$ cat src/rtl/digital_clock.sv
// 24-hour HH:MM:SS counter advanced by a prescaled one-second tick.
// Optional time-set port group compiled in with `define DIGITAL_CLOCK_SET_EN.
module digital_clock #(
  parameter int CLK_FREQ_HZ = 100_000_000
) (
  input  logic       clk,
  input  logic       reset,
`ifdef DIGITAL_CLOCK_SET_EN
  input  logic       load,
  input  logic [4:0] set_hour,
  input  logic [5:0] set_min,
  input  logic [5:0] set_sec,
`endif
  output logic [5:0] out_sec,
  output logic [5:0] out_min,
  output logic [4:0] out_hour
);

  localparam int PW = (CLK_FREQ_HZ > 1) ? $clog2(CLK_FREQ_HZ) : 1;
  localparam logic [PW-1:0] PS_LAST = PW'(CLK_FREQ_HZ - 1);

  logic [PW-1:0] prescale_r;
  logic [PW-1:0] prescale_next_s;
  logic [5:0]    sec_next_s;
  logic [5:0]    min_next_s;
  logic [4:0]    hour_next_s;
  logic          tick_s;

  // Next-state: prescaler advance, tick carry chain, optional load override
  always_comb begin
    prescale_next_s = prescale_r + PW'(1);
    sec_next_s      = out_sec;
    min_next_s      = out_min;
    hour_next_s     = out_hour;
    tick_s          = (prescale_r >= PS_LAST);

    if (tick_s) begin
      prescale_next_s = '0;
      // >= comparisons keep any stray value inside the legal range
      if (out_sec >= 6'd59) begin
        sec_next_s = 6'd0;
        if (out_min >= 6'd59) begin
          min_next_s = 6'd0;
          if (out_hour >= 5'd23) begin
            hour_next_s = 5'd0;
          end else begin
            hour_next_s = out_hour + 5'd1;
          end
        end else begin
          min_next_s = out_min + 6'd1;
        end
      end else begin
        sec_next_s = out_sec + 6'd1;
      end
    end else begin
      prescale_next_s = prescale_r + PW'(1);
    end

`ifdef DIGITAL_CLOCK_SET_EN
    // A load wins over a coincident tick and restarts the second
    if (load) begin
      prescale_next_s = '0;
      sec_next_s      = (set_sec  > 6'd59) ? 6'd0 : set_sec;
      min_next_s      = (set_min  > 6'd59) ? 6'd0 : set_min;
      hour_next_s     = (set_hour > 5'd23) ? 5'd0 : set_hour;
    end else begin
      prescale_next_s = prescale_next_s;
    end
`endif
  end

  // State registers; reset has priority over load and tick
  always_ff @(posedge clk) begin
    if (reset) begin
      prescale_r <= '0;
      out_sec    <= 6'd0;
      out_min    <= 6'd0;
      out_hour   <= 5'd0;
    end else begin
      prescale_r <= prescale_next_s;
      out_sec    <= sec_next_s;
      out_min    <= min_next_s;
      out_hour   <= hour_next_s;
    end
  end

endmodule

$ cat config.mk
export PLATFORM = sky130hd
export DESIGN_NAME = digital_clock
export DESIGN_NICKNAME = d
export VERILOG_FILES = /design/src/rtl/digital_clock.sv
export SDC_FILE = /design/constraint.sdc
export NUM_CORES = 1
export LEC_CHECK = 0
export CAP_MARGIN = 20
export CORE_MARGIN = 2
export CORE_UTILIZATION = 40
export DETAILED_ROUTE_END_ITERATION = 6
export HOLD_SLACK_MARGIN = 0.1
export SLEW_MARGIN = 20
export SYNTH_ARGS = -nofsm -noshare
export SYNTH_HDL_FRONTEND = slang
export SYNTH_SLANG_ARGS = --single-unit
$ cat constraint.sdc
create_clock -name clk -period 2.8 [get_ports clk]
set_clock_uncertainty 0.15 [all_clocks]
set_input_delay 0.56 -clock clk [delete_from_list [all_inputs] [get_ports clk]]
set_output_delay 0.56 -clock clk [all_outputs]
set_load 0.01 [all_outputs]
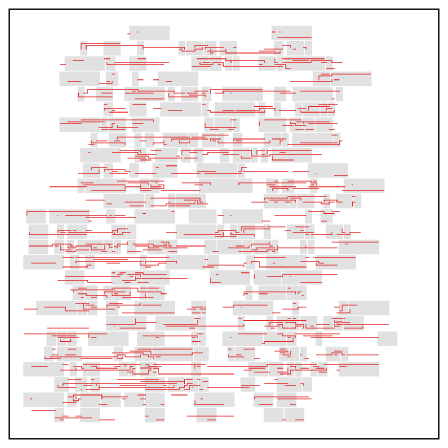
**Above:** met1 routing.
Cells faint in the background.
share of all routed wire: 50%
nets with wire on the layer: 242
longest straight run: 20.2 um
main direction: horizontal

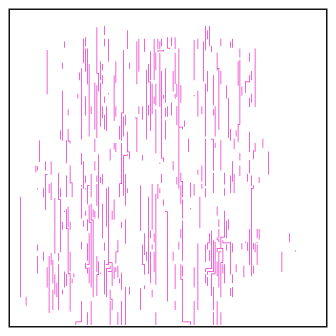
**Above:** metal 2.
longest straight run: 33.7 um
wire length on this layer: 1740 um

==> notes.org <==
* Flow results

** Setup path
- Capture point of the worst reg-to-reg path :: out_hour[0]
- Buffers and inverters on the worst path :: 0
- Walking the worst path, the cells encountered are ha_1 -> nand2_1 -> a211oi_2 -> o2111ai_4 -> a211oi_4 -> mux2_2 -> nor2_1.
- For flop-to-flop paths, the worst setup slack is 430 ps.
- Path length in cells of the critical path :: 7

** Finish
- Across the whole layout, storage elements make up 36.36% of the cell area.
- Non-filler instance count after layout :: 329
- Per the final layout report, the fraction of cells sized above drive strength 1 comes to 6.564%.
- Measured on the final layout, buffering overhead outside the clock network stands at 7.748%.
- Non-clock inverters in the final layout number 6.
- After routing the design area is 0.002422 mm2.

** Clock network
- Clock-pin slew was measured on the worst setup and hold paths at 70 ps.
- Total of hold buffers inserted after clock tree synthesis :: 0
- Looking at the clock tree report, the H-tree level count equals 2.

** Synth
- Number of distinct library cells after synthesis :: 44
- Register bit count reported by yosys :: 44
- Warnings reported by Yosys during synthesis add up to 0.
- Netlist Area Pre-Place :: 0.002083 mm2
- Top area contributor share :: 42.28%
- Grouping non-sequential cells by family puts the most area in simple AND/OR/NAND/NOR gates.
- YS chip area :: 0.002083 mm2

** STA
- Worst hold slack across all endpoints :: 301.3 ps
- Setup repair after global routing left no endpoint under its margin.
- Max-slew violations :: 0

** Detailed routing
- Average via count per standard cell :: 5.146
- Number of remaining DRC errors :: 0
- After detailed routing, the met2 layer carries 1736 um of wire.
- The routed design uses 152 um of met3 wire.
- First-iteration detailed-routing DRC count :: 89

** Status
- Status :: complete, no violations

** Power
- Sequential power for this build is 636 uW.
- Internal power summed over all cells :: 859.5 uW
- The clock network accounts for 38.6% of the total power.
- Clock group total power :: 416 uW

** Hold path
- For the worst min-delay path, the startpoint reported by OpenROAD is prescale_r[0].
- Min-Delay Path Class :: register to register

** Die
- The floorplan step set the die width to 76.17 um.
- Across the placement rows, the number of tap cells is 70.
- For reference, the placement row count at floorplan is 26.

** Global route
- Vias in the first global route :: 1552

** Run
- The tool flagged a number of max-cap violations equal to 0.
No activity file was given, so power comes from the tool's default toggle rates.
